===== config.mk =====
export PLATFORM = sky130hd
export DESIGN_NAME = dac_frame_sequencer
export DESIGN_NICKNAME = d
export VERILOG_FILES = /design/src/rtl/dac_frame_sequencer.sv
export SDC_FILE = /design/constraint.sdc
export NUM_CORES = 1
export LEC_CHECK = 0
export ABC_AREA = 1
export CAP_MARGIN = 10
export CORE_MARGIN = 5
export CORE_UTILIZATION = 50
export DETAILED_ROUTE_END_ITERATION = 8
export PLACE_DENSITY = 0.81
export SYNTH_ARGS = -nofsm -noshare
export SYNTH_HDL_FRONTEND = slang
export SYNTH_SLANG_ARGS = --single-unit

===== constraint.sdc =====
create_clock -name dataclk -period 3.4 [get_ports dataclk]
set_input_delay 0.68 -clock dataclk [delete_from_list [all_inputs] [get_ports dataclk]]
set_output_delay 0.68 -clock dataclk [all_outputs]
set_load 0.05 [all_outputs]

===== src/rtl/dac_frame_sequencer.sv =====
// dac_frame_sequencer: walks NUM_SLOTS channel slots per frame (4 states each) and
// presents one selected amplifier sample to the DAC, refreshed at each frame end.
module dac_frame_sequencer #(
    parameter int NUM_SLOTS = 20
) (
    input  logic        dataclk,
    input  logic        reset,
    input  logic        run,
    input  logic [5:0]  DAC_channel_sel,
    input  logic [15:0] data_in,
    input  logic        data_in_valid,
    output logic [31:0] main_state,
    output logic [5:0]  channel,
    output logic        sample_clk,
    output logic [15:0] DAC_input,
    output logic        DAC_input_valid,
    output logic        sample_missing,
    output logic [31:0] frame_count,
    output logic        busy
);
    typedef enum logic [7:0] {
        S_IDLE = 8'd99,
        S_A    = 8'd100,
        S_B    = 8'd135,
        S_C    = 8'd170,
        S_D    = 8'd205
    } state_t;

    localparam logic [5:0] LAST = 6'(NUM_SLOTS - 1);

    state_t      state_q;
    logic [5:0]  channel_q;
    logic [5:0]  sel_q;
    logic [15:0] hold_q;
    logic        cap_q;
    logic        sample_clk_q;
    logic [15:0] dac_q;
    logic        dac_valid_q;
    logic        missing_q;
    logic [31:0] frame_count_q;
    logic        cap_d;
    logic        frame_end_d;

    // channel never reaches NUM_SLOTS, so an out-of-range sel_q simply never matches
    assign cap_d       = data_in_valid && (state_q != S_IDLE) && (channel_q == sel_q);
    assign frame_end_d = (state_q == S_D) && (channel_q == LAST);

    always_ff @(posedge dataclk or posedge reset) begin
        if (reset) begin
            state_q       <= S_IDLE;
            channel_q     <= '0;
            sel_q         <= '0;
            hold_q        <= '0;
            cap_q         <= 1'b0;
            sample_clk_q  <= 1'b0;
            dac_q         <= '0;
            dac_valid_q   <= 1'b0;
            missing_q     <= 1'b0;
            frame_count_q <= '0;
        end else begin
            dac_valid_q <= 1'b0;
            missing_q   <= 1'b0;
            if (cap_d) begin
                hold_q <= data_in;
                cap_q  <= 1'b1;
            end
            case (state_q)
                S_IDLE: if (run) begin
                    state_q      <= S_A;
                    channel_q    <= '0;
                    sel_q        <= DAC_channel_sel;
                    sample_clk_q <= 1'b1;
                end
                S_A: state_q <= S_B;
                S_B: state_q <= S_C;
                S_C: state_q <= S_D;
                S_D: begin
                    sample_clk_q <= 1'b0;
                    if (frame_end_d) begin
                        state_q       <= S_IDLE;
                        channel_q     <= '0;
                        frame_count_q <= frame_count_q + 32'd1;
                        cap_q         <= 1'b0;
                        // a capture on this same edge still belongs to the ending frame
                        if (cap_q || cap_d) begin
                            dac_q       <= cap_d ? data_in : hold_q;
                            dac_valid_q <= 1'b1;
                        end else begin
                            missing_q <= 1'b1;
                        end
                    end else begin
                        state_q   <= S_A;
                        channel_q <= channel_q + 6'd1;
                    end
                end
                default: state_q <= S_IDLE;
            endcase
        end
    end

    assign main_state      = {24'd0, state_q};
    assign channel         = channel_q;
    assign sample_clk      = sample_clk_q;
    assign DAC_input       = dac_q;
    assign DAC_input_valid = dac_valid_q;
    assign sample_missing  = missing_q;
    assign frame_count     = frame_count_q;
    assign busy            = state_q != S_IDLE;
endmodule


==> flow_metrics.py, run 1 <==
# Auto-generated metrics
metrics = {
    "min_path": {
        "hp-class": "flip-flop to flip-flop",
        "min_to": "hold_q[8]$_DFF_PP0_",
    },
    "cells_and_area": {
        "fin_area_mm2": 0.005789,
        "seqCellArea_mm2": 0.002182,
        "syn2layout_area_growth_pct": 24.89,
        "nClkBuffers": 9,
        "layoutNonFillerInstCount": 809,
        "nNonClkBuffers": 92,
        "nonClkBufAreaFrac": 0.1604,
        "clk_share": 0.04301,
        "seq_share": 0.3769,
    },
    "route": {
        "first_pass_iters": 5,
        "drt-initial-drc-count": 246,
        "postRouteAntennaNets": 0,
        "viasPerCell": 5.026,
        "route.detailed.drc": 0,
    },
    "final_timing": {
        "fin_crit_sh": 0.8439,
        "relSlewSlack": 0.5539,
        "finalSetupViolCount": 0,
        "worstMarginPinSlew_ns": 0.6683,
        "setup_ws_ns": 0.5308,
        "holdWs_ns": 0.4811,
    },
    "die": {
        "die_width_um": 106.3,
    },
    "job": {
        "max-cap-violations": 0,
        "tool_warnings": 26,
    },
    "logic_synthesis": {
        "synthMuxAreaShare": 0.002429,
        "ys_ff": 87,
        "ys_warn_count": 0,
        "ys_sh_aoi": 0.03293,
        "ff_type": "dfrtp_1",
        "netlist_area_mm2": 0.004636,
        "yosys_cells": 600,
        "top_cells_by_area": "dfrtp_1 (45%), nand2_1 (19%), nor2_1 (5.3%)",
        "synth.avg_cell_area_um2": 7.726,
        "largest_area_cell": "dfrtp_1",
        "top_area_frac": 0.4480,
        "ys_sh_xor": 0.04157,
        "ys_seq_frac": 0.4707,
        "adder_share": 0.005398,
        "ys_types": 40,
    },
    "global_route": {
        "met2_usage": 0.3326,
        "grt_pass1_vias": 3969,
        "met1_usage": 0.2684,
        "grt_usage": 0.2031,
        "use_met3": 0.04797,
    },
    "place": {
        "place_area_mm2": 0.005540,
        "placed_cells": 793,
        "dp_slack_ns": 0.9091,
        "routabilityCongestion": 0.9526,
    },
    "setup_path": {
        "path_delay_family": "buffers and inverters",
        "ff2ff_setup_slack_ns": 1.29,
        "cp_slowest_cell": "clkdlybuf4s50_1",
        "reg2reg_to": "frame_count[20]$_DFFE_PP0P_",
        "crit_chain": "nand2_1, inv_1, nand2_1, nor2_4, inv_1, clkdlybuf4s50_1",
        "cp-startpoint": "state_q[0]$_DFFE_PP1P_",
        "cp.arrival_ns": 2.19,
        "ff2ff_path_depth": 9,
        "crit_fanout": 5,
        "critPathCapture": "busy",
    },
    "power_and_ir_drop": {
        "total_leakage_power_nw": 2.813,
        "vdd_drop_max_uv": 328.0,
    },
    "cts": {
        "htreeDepth": 3,
        "cts.sink_count": 87,
        "ctsResizeCount": 0,
        "numCtsBuffers": 9,
        "cts_tree": "done",
    },
    "status": {
        "outcome": "completed",
    },
}
## run 1: worst reg2reg max path, cell delays in order (launching register included)
cell and delay [ns]:
dfrtp_1 0.49, ha_1 0.26, nand3_1 0.10, nor2_2 0.21, nand2_4 0.26, inv_4 0.29
nand2_2 0.12, nor2_2 0.14, nand3b_1 0.10, nand2_1 0.07
## run 1: flip-flops by register name, summed over array words and instances, names as in the netlist, 6 cells and up
register	cells
state_q	7
channel	6
DAC_input	16
frame_count	32
hold_q	16
sel_q	6
## run 1: cells in the mapped netlist (all sizes together) (4+ instances only)
cell type  count
nand4          8
nor2          73
xor2          18
inv           49
nand3         38
xnor2          4
a21oi          8
nand2        241
dfrtp         83
buf           32
o21ai          7
dfstp          4
nor3          12
nand3b         6
## run 1: power breakdown
part	switching, mW	internal (mW)	leakage [nW]	total, mW
logic	0.474	0.207	1.52	0.682
clock network	0.399	0.497	0.125	0.896
registers	0.0750	1.16	1.17	1.23
## run 1: cells in the final DEF, fill, tap and decap left out, types with 2 or more instances in the layout
cell and instances:
nand3_1 36, nor2_4 4, o22ai_1 2, nand2_2 4, xor2_1 18, conb_1 25, o21ai_1 3, inv_1 44
a21oi_1 7, clkdlybuf4s50_1 90, bufinv_16 3, o21ai_0 4, nand4_1 8, inv_2 3, inv_6 3, clkbuf_8 9
nand2_4 2, nor2_1 66, nand3b_1 6, o32ai_1 2, dfstp_2 4, dfrtp_1 83, xnor2_1 4, ha_1 2
nand2_1 235, nor2_2 3, nor3_1 11
## run 1: metal layers
layer | share of wire | wire [um]
met5 | 0 | 0
met4 | 0.017 | 189
met3 | 0.074 | 821
met2 | 0.48 | 5302
met1 | 0.43 | 4774
Fig. 1: run 1, cell placement
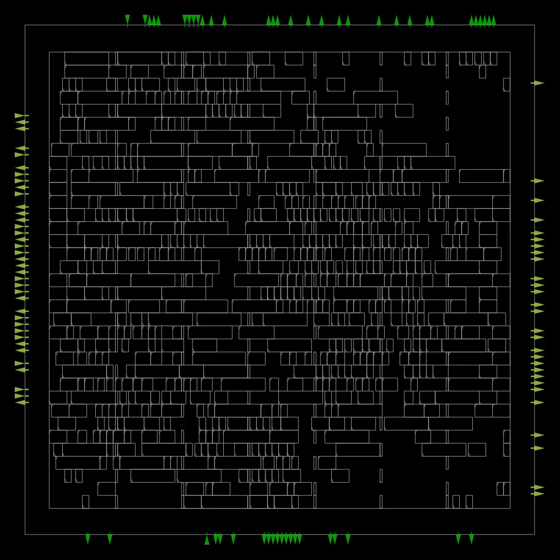
num sequential: 87
num tapcells: 111
core area: 0.009153 mm^2
Filler cells: 779
# rows: 35

Fig. 2: run 1, nets reached from selected ports
Scale bar: 20 um.
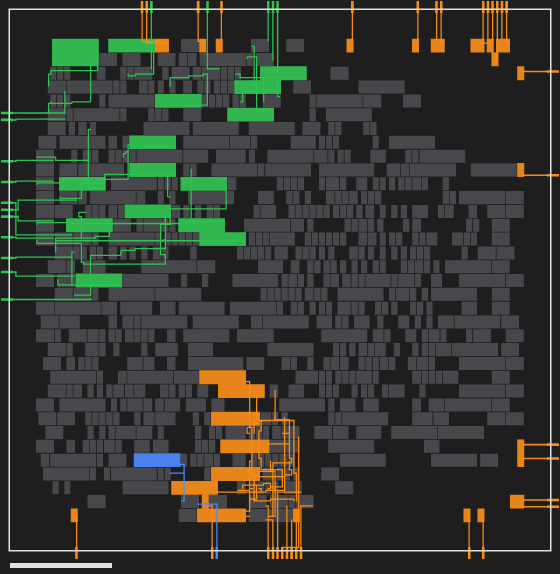
| colour | port | direction | edge | end cells | wire |
|---|---|---|---|---|---|
| blue | `sample_clk` | output | south | 1 | 23.6 um |
| green | `DAC_input` | output | 11 west, 5 north | 16 | 627 um |
| orange | `main_state` | output | 14 north, 12 south, 6 east | 32 | 461 um |
Port Buf Inserts: 90
I/O Pins: 116

Fig. 3: run 1, cell classes on the final placement
Fill, decap, tap and diode cells in grey.
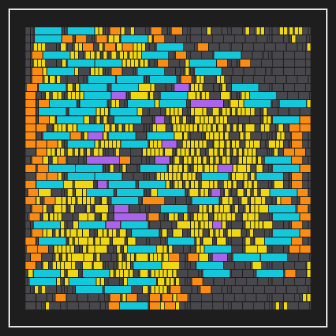
| colour | class | cells |
|---|---|---|
| purple | clock drivers and dummy loads | 16 |
| cyan | flip-flops | 87 |
| orange | other buffers and delay cells | 92 |
| yellow | all other logic | 503 |

Fig. 4: run 1, cell sizes after repair
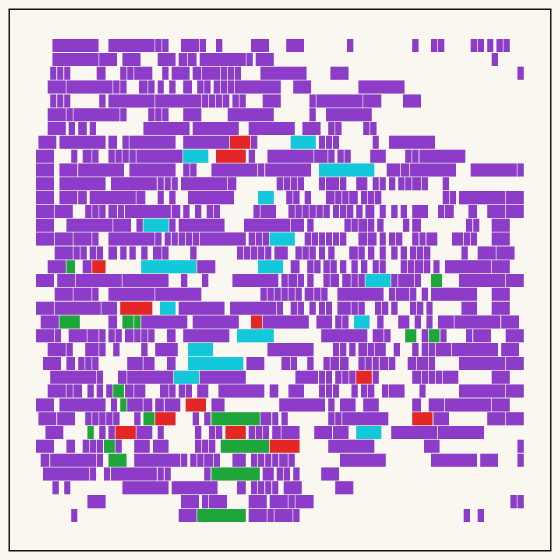
| colour | size | cells | share |
|---|---|---|---|
| purple | drive 1 or less | 653 | 94% |
| cyan | drive 6 and up | 16 | 2.3% |
| red | drive 3 to 4 | 12 | 1.7% |
| green | drive 2 | 17 | 2.4% |

Fig. 5: run 1, routed metal, one colour a layer
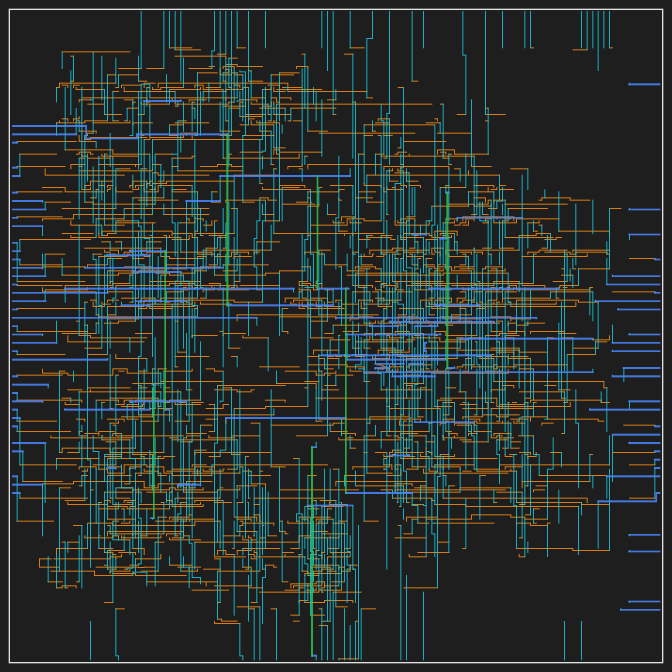

==> run 1 -> run 2 <==
- CORE_UTILIZATION: 50 -> 45
- PLACE_DENSITY: 0.81 -> 0.77
- clock period: 3.4 -> 2.6 ns (I/O delays scaled with it)
Fig. 6: run 2, routed metal, one colour a layer
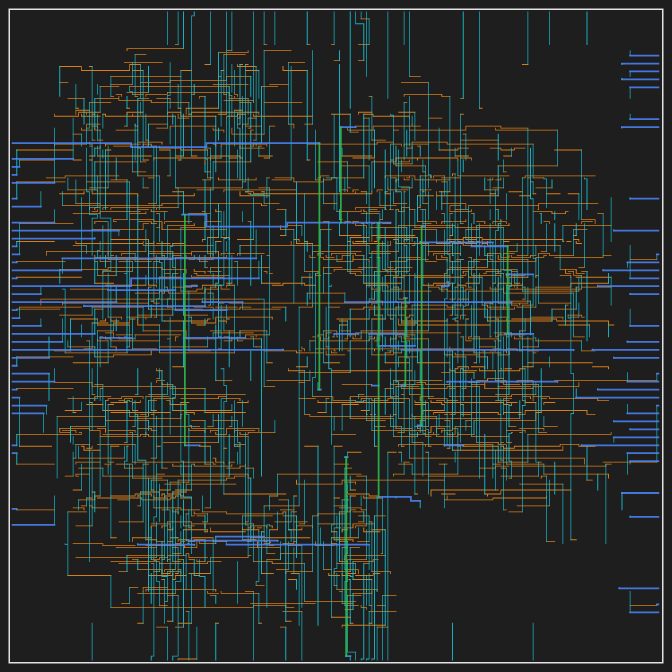
| colour | layer | wire length |
|---|---|---|
| cyan | met2 | 5350 um |
| orange | met1 | 4910 um |
| blue | met3 | 870 um |
| green | met4 | 243 um |
GRT Util Overall: 0.1892
routed len/inst: 13.61 um
Routed WL: 11370 um

Fig. 7: run 2, cell sizes after repair
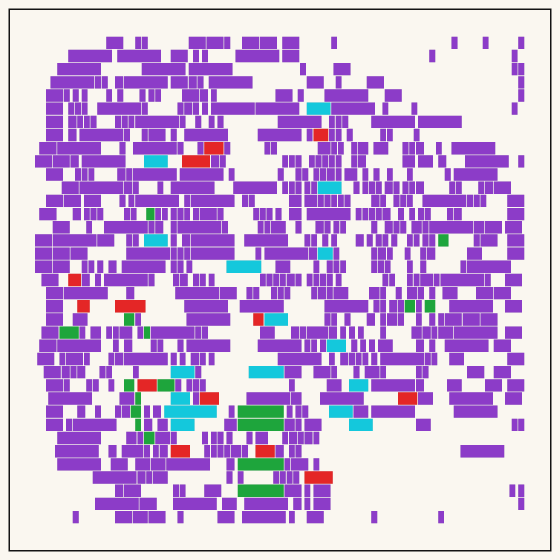
| colour | size | cells | share |
|---|---|---|---|
| cyan | drive 6 and up | 16 | 2.3% |
| green | drive 2 | 17 | 2.4% |
| red | drive 3 to 4 | 13 | 1.9% |
| purple | drive 1 or less | 653 | 93% |

==> flow_metrics.py, run 2 <==
# Auto-generated metrics
metrics = {
    "cts": {
        "ctsResizeCount": 1,
        "cts_tree": "done",
        "clk_pin_slew_worst_paths_ns": 0.10,
        "cts.sink_count": 87,
        "htreeDepth": 3,
        "numCtsBuffers": 9,
    },
    "route": {
        "viasPerCell": 4.920,
        "route.detailed.drc": 0,
        "top_layer": "met4",
        "wl_met3_um": 870,
        "wl_met1_um": 4907,
        "drt-initial-drc-count": 155,
        "first_pass_iters": 5,
        "postRouteAntennaNets": 0,
        "wl_met2_um": 5345,
    },
    "logic_synthesis": {
        "ys_types": 40,
        "adder_share": 0.005398,
        "ys_sh_xor": 0.04157,
        "ys_ff": 87,
        "largest_area_cell": "dfrtp_1",
        "top_area_frac": 0.4480,
        "ys_sh_aoi": 0.03293,
        "yosys_cells": 600,
        "topCombFamilyByArea": "simple AND/OR/NAND/NOR gates",
        "synthMuxAreaShare": 0.002429,
        "yosysMostFrequentCell": "nand2_1",
        "ys_warn_count": 0,
        "ys_sh_simple": 0.3511,
        "top_cells_by_area": "dfrtp_1 (45%), nand2_1 (19%), nor2_1 (5.3%)",
        "synth.avg_cell_area_um2": 7.726,
        "netlist_area_mm2": 0.004636,
        "ys_seq_frac": 0.4707,
        "common_cells": "nand2_1 (235), dfrtp_1 (83), nor2_1 (66), inv_1 (45), nand3_1 (36)",
    },
    "final_timing": {
        "holdWs_ns": 0.4750,
        "max_freq_mhz": 409.8,
        "fin_crit_ns": 2.440,
        "finalSetupViolCount": 0,
        "relSlewSlack": 0.5682,
        "final.setup.tns_ns": 0,
        "fin_crit_sh": 0.9385,
        "worstMarginPinSlew_ns": 0.6418,
    },
    "global_route": {
        "met2_usage": 0.3040,
        "use_met3": 0.04511,
        "grt_pass1_vias": 4174,
        "met1_usage": 0.2483,
        "grt_overflow_total": 0,
    },
    "die": {
        "num_rows": 37,
        "pin_count": 116,
        "die_width_um": 111.5,
        "core_mm2": 0.01018,
    },
    "min_path": {
        "hp-class": "flip-flop to flip-flop",
    },
    "setup_path": {
        "cp.arrival_ns": 1.92,
        "worstSetupPathType": "flip-flop to output pin",
        "crit_fanout": 5,
        "path_delay_family": "buffers and inverters",
        "crit_chain": "nand2_1, inv_1, nand2_1, nor2_4, inv_1, dlygate4sd2_1",
        "cp_slowest_cell": "dfstp_2",
    },
    "cells_and_area": {
        "fill_cells": 931,
        "lay_top_count": "nand2_1",
        "syn2layout_area_growth_pct": 25.18,
        "largest_reg_flops": 32,
        "layout_top_cells": "nand2_1 (235), clkdlybuf4s50_1 (89), dfrtp_1 (83), nor2_1 (66), inv_1 (44)",
        "layoutNonFillerInstCount": 835,
    },
    "place": {
        "io_buffers": 90,
        "placed_cells": 819,
        "routabilityCongestion": 0.9328,
    },
    "job": {
        "tool_warnings": 26,
        "max-cap-violations": 0,
    },
    "status": {
        "outcome": "completed",
    },
    "power_and_ir_drop": {
        "vdd_drop_max_uv": 355.6,
        "total_leakage_power_nw": 2.803,
    },
}
run 2: cell counts after synthesis:
No cell type changed its count.
run 2: path summary, 6_finish.rpt:
kind | start | to | slack, ns | depth (start not counted)
max in group asynchronous | reset | frame_count[23]$_DFFE_PP0P_ | 1.45 | 3
hold reg to reg | hold_q[13]$_DFF_PP0_ | hold_q[13]$_DFF_PP0_ | 0.48 | 2
hold / removal | hold_q[13]$_DFF_PP0_ | hold_q[13]$_DFF_PP0_ | 0.48 | 2
min in group asynchronous | reset | hold_q[3]$_DFF_PP0_ | 0.55 | 2
setup / recovery | state_q[0]$_DFFE_PP1P_ | busy | 0.16 | 6
setup reg to reg | channel[0]$_DFFE_PP0P_ | frame_count[10]$_DFFE_PP0P_ | 0.53 | 8
run 2: stage by stage:
| step | setup WS (ns) | utilization | power [mW] | cell area (um^2) |
|---|---|---|---|---|
| final | 0.1598 | 0.5698 | 3.508 | 5803 |
| after global routing | 0.06754 | 0.5698 | 3.702 | 5803 |
| after CTS | 0.1481 | 0.5698 | 3.536 | 5803 |
| after detailed placement | 0.2562 | 0.5493 | 2.532 | 5594 |
| after global placement | 0.3445 | 0.5493 | 2.501 | 5594 |
| after floorplan | 0.6493 | - | 2.310 | 4730 |
run 2: final cells by class:
type | count | area, um^2 | area share
repair buffers | 93 | 947.2 | 0.1632
clock buffers | 9 | 123.9 | 0.02135
clock inverters | 7 | 86.33 | 0.01488
inverters | 49 | 190.2 | 0.03277
flip-flops and latches | 87 | 2182 | 0.3760
multi-input cells | 454 | 2103 | 0.3624
well taps | 136 | 170.2 | 0.02932
run 2: power breakdown:
group          leakage (nW)  switching, mW  internal (mW)
combinational          1.52          0.624          0.267
clock                 0.110          0.541          0.468
sequential             1.17         0.0972           1.51
total                  2.80           1.26           2.25
Fig. 8: run 2, nets reached from selected ports
Scale bar: 20 um.
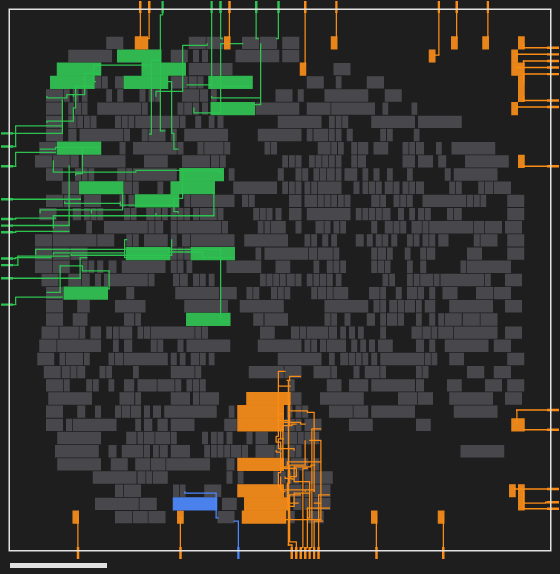

==> run 2 -> run 3 <==
- PLACE_DENSITY: 0.77 -> unset
- PLACE_DENSITY_LB_ADDON: unset -> 0.25
- clock period: 2.6 -> 2 ns (I/O delays scaled with it)
Fig. 9: run 3, nets reached from selected ports
Scale bar: 20 um.
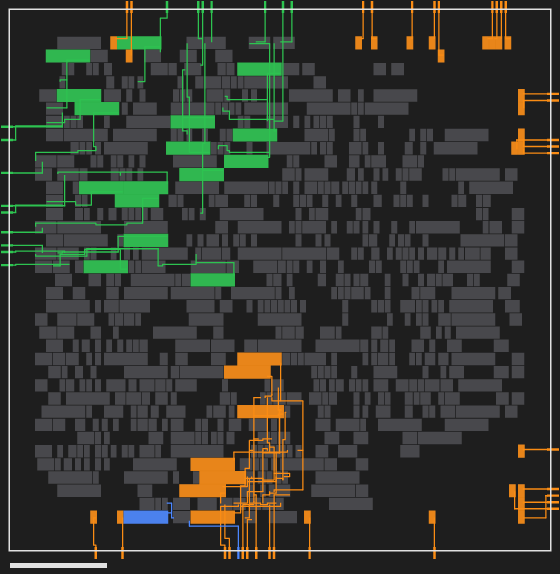
| colour | port | direction | edge | end cells | wire |
|---|---|---|---|---|---|
| orange | `main_state` | output | 11 south, 11 north, 10 east | 32 | 497 um |
| green | `DAC_input` | output | 9 west, 7 north | 16 | 612 um |
| blue | `sample_clk` | output | south | 1 | 21.1 um |

Fig. 10: run 3, cell sizes after repair
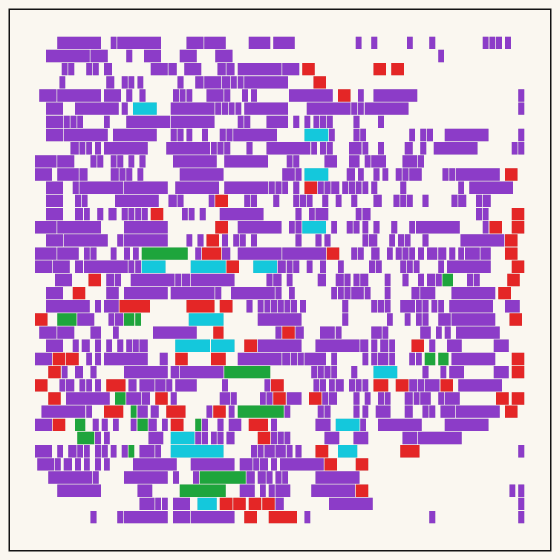
| colour | size | cells | share |
|---|---|---|---|
| green | drive 2 | 18 | 2.5% |
| purple | drive 1 or less | 611 | 85% |
| cyan | drive 6 and up | 16 | 2.2% |
| red | drive 3 to 4 | 71 | 9.9% |
Final Cell Area: 0.005861 mm^2
number of non-clock buffers: 110
Worst Slack Setup Final: 0.06022 ns
Layout area overhead: 26.42%

==> flow_metrics.py, run 3 <==
# Auto-generated metrics
metrics = {
    "job": {
        "max-cap-violations": 0,
        "tool_warnings": 26,
    },
    "power_and_ir_drop": {
        "power_mw": 4.588,
        "pwr-share-clk": 0.275,
        "p_comb_frac": 0.274,
        "switchingPower_mw": 1.588,
        "p_int_mw": 3.000,
        "pwr-share-seq": 0.451,
        "p_per_area_mw_per_mm2": 782.8,
        "netSwitchingFraction": 0.3461,
        "vdd_drop_max_uv": 604.2,
        "total_leakage_power_nw": 3.145,
    },
    "logic_synthesis": {
        "yosysMostFrequentCell": "nand2_1",
        "ff_type": "dfrtp_1",
        "async_flop_share": 1.000,
        "edf_count": 0,
        "netlist_area_mm2": 0.004636,
        "ys_area_mm2": 0.004636,
        "common_cells": "nand2_1 (235), dfrtp_1 (83), nor2_1 (66), inv_1 (45), nand3_1 (36)",
        "ys_seq_frac": 0.4707,
        "ys_warn_count": 0,
        "synthesis.instances": 600,
        "yosys_cells": 600,
        "synth.avg_cell_area_um2": 7.726,
        "top_cells_by_area": "dfrtp_1 (45%), nand2_1 (19%), nor2_1 (5.3%)",
        "ys_ff": 87,
        "top_area_frac": 0.4480,
        "ys_types": 40,
        "largest_area_cell": "dfrtp_1",
    },
    "min_path": {
        "hp-class": "primary input to asynchronous set/reset pin",
    },
    "cts": {
        "htreeDepth": 3,
        "cts.sink_count": 87,
        "clk_pin_slew_worst_paths_ns": 0.09,
        "ctsResizeCount": 5,
        "numCtsBuffers": 9,
        "cts_tree": "done",
        "cts_setup_buffers": 1,
        "worstSkewPairLatency_ns": 0.36,
        "clk_path_buf_depth": 2,
        "cts_root_buffer": "clkbuf_8",
        "holdBufCountCts": 0,
    },
    "setup_path": {
        "crit_fanout": 2,
        "cp.arrival_ns": 1.54,
        "critPathCapture": "DAC_input[0]",
        "ff2ff_setup_slack_ns": 0.18,
        "worstPathRequired_ns": 1.60,
        "reg2reg_from": "state_q[0]$_DFFE_PP1P_",
        "start_kind": "flip-flop",
        "ff2ff_path_depth": 7,
        "reg2reg_to": "frame_count[21]$_DFFE_PP0P_",
        "crit_chain": "clkdlybuf4s50_1",
        "cp-startpoint": "DAC_input[0]$_DFFE_PP0P_",
        "critPathMaxStageDelay_ns": 0.81,
        "worst-path-buf-inv": 1,
        "crit_path_end_kind": "output pin",
        "worstSetupPathType": "flip-flop to output pin",
        "cp.depth": 1,
        "path_delay_family": "buffers and inverters",
        "cp_slowest_cell": "clkdlybuf4s50_1",
    },
    "global_route": {
        "grt_usage": 0.1923,
        "grt_overflow_total": 0,
        "antenna_found_initial": 0,
        "grt_pass1_vias": 4213,
        "grt_max_degree": 24,
        "grt_pass1_wl_um": 19520,
    },
    "die": {
        "num_rows": 37,
        "dieArea_mm2": 0.01243,
        "fp.dieH_um": 111.5,
        "fp_util": 0.4552,
        "die_width_um": 111.5,
        "pin_count": 116,
        "core_mm2": 0.01018,
    },
    "cells_and_area": {
        "diodes": 0,
        "largest_reg_flops": 32,
        "fill_cells": 979,
        "drive_above_1_share": 0.1466,
        "lay_top_count": "nand2_1",
        "layout_top_cells": "nand2_1 (235), dfrtp_1 (82), nor2_1 (66), buf_4 (57), inv_1 (43)",
        "fin_util": 0.5754,
        "final_nets": 739,
    },
    "route": {
        "via_count": 4151,
        "post_drt_wl_per_cell_um": 13.76,
        "postRouteAntennaNets": 0,
        "route.detailed.drc": 0,
        "drt-initial-drc-count": 178,
        "wirelength_um": 11720,
        "first_pass_iters": 4,
        "viasPerCell": 4.872,
    },
    "place": {
        "place_hpwl_um": 9004,
        "routabilityCongestion": 0.9184,
        "io_buffers": 90,
        "dp_slack_ns": 0.02173,
    },
    "final_timing": {
        "relSlewSlack": 0.5104,
        "finalSetupViolCount": 0,
        "holdWs_ns": 0.3424,
        "skew_ns": 0.01160,
        "worstMarginPinSlew_ns": 0.7276,
        "finalHoldViolCount": 0,
        "finalMaxSlewViolations": 0,
        "fin_crit_sh": 0.9699,
        "max_freq_mhz": 515.5,
        "fin_crit_ns": 1.940,
    },
    "status": {
        "outcome": "completed",
    },
}
## run 3: cell counts after synthesis
Identical to the previous run, type by type.
## run 3: cell families (layout without fill, tap and decap cells)
| group | Yosys count | after routing | share of synthesized area |
|---|---|---|---|
| simple gates | 380 | 380 | 0.3511 |
| flops | 87 | 87 | 0.4707 |
| buf+inv | 83 | 175 | 0.09501 |
| compound gates | 24 | 24 | 0.03293 |
| xor+xnor | 22 | 22 | 0.04156 |
| fa+ha+maj | 2 | 2 | 0.005397 |
| other cells | 1 | 25 | 0.0008089 |
| mux | 1 | 1 | 0.002429 |
## run 3: area by class of cell
| class | instances | area [um^2] | area share |
|---|---|---|---|
| sequential | 87 | 2183 | 0.3725 |
| clock inverter | 5 | 66.31 | 0.01132 |
| tap | 136 | 170.2 | 0.02903 |
| inverter | 49 | 190.2 | 0.03245 |
| multi-input combinational | 454 | 2103 | 0.3589 |
| clock buffer | 11 | 141.4 | 0.02412 |
| timing repair buffer | 110 | 1006 | 0.1716 |
## run 3: metal layers
metal | wire (um) | global-route usage
met3 | 638 | 0.04511
met4 | 280 | 0.08110
met2 | 5722 | 0.3261
met1 | 5081 | 0.2354
met5 | 0 | 0
## run 3: power groups by stage
stage	Combinational, mW	Sequential (mW)	Clock, mW
after global placement	1.17	2.10	0
after floorplan	0.756	2.25	0
final	1.26	2.07	1.26
after global routing	1.39	2.10	1.38
after detailed placement	1.20	2.11	0
after CTS	1.22	2.08	1.31
## run 3: stage by stage
stage / setup TNS, ns / cells / instance area (um^2)
after floorplan: 0 / 624 / 4730
after global placement: 0 / 832 / 5602
after global routing: -0.001727 / 852 / 5861
after CTS: 0 / 849 / 5811
final: 0 / 852 / 5861
after detailed placement: 0 / 832 / 5602
No activity file was given, so power comes from the tool's default toggle rates.
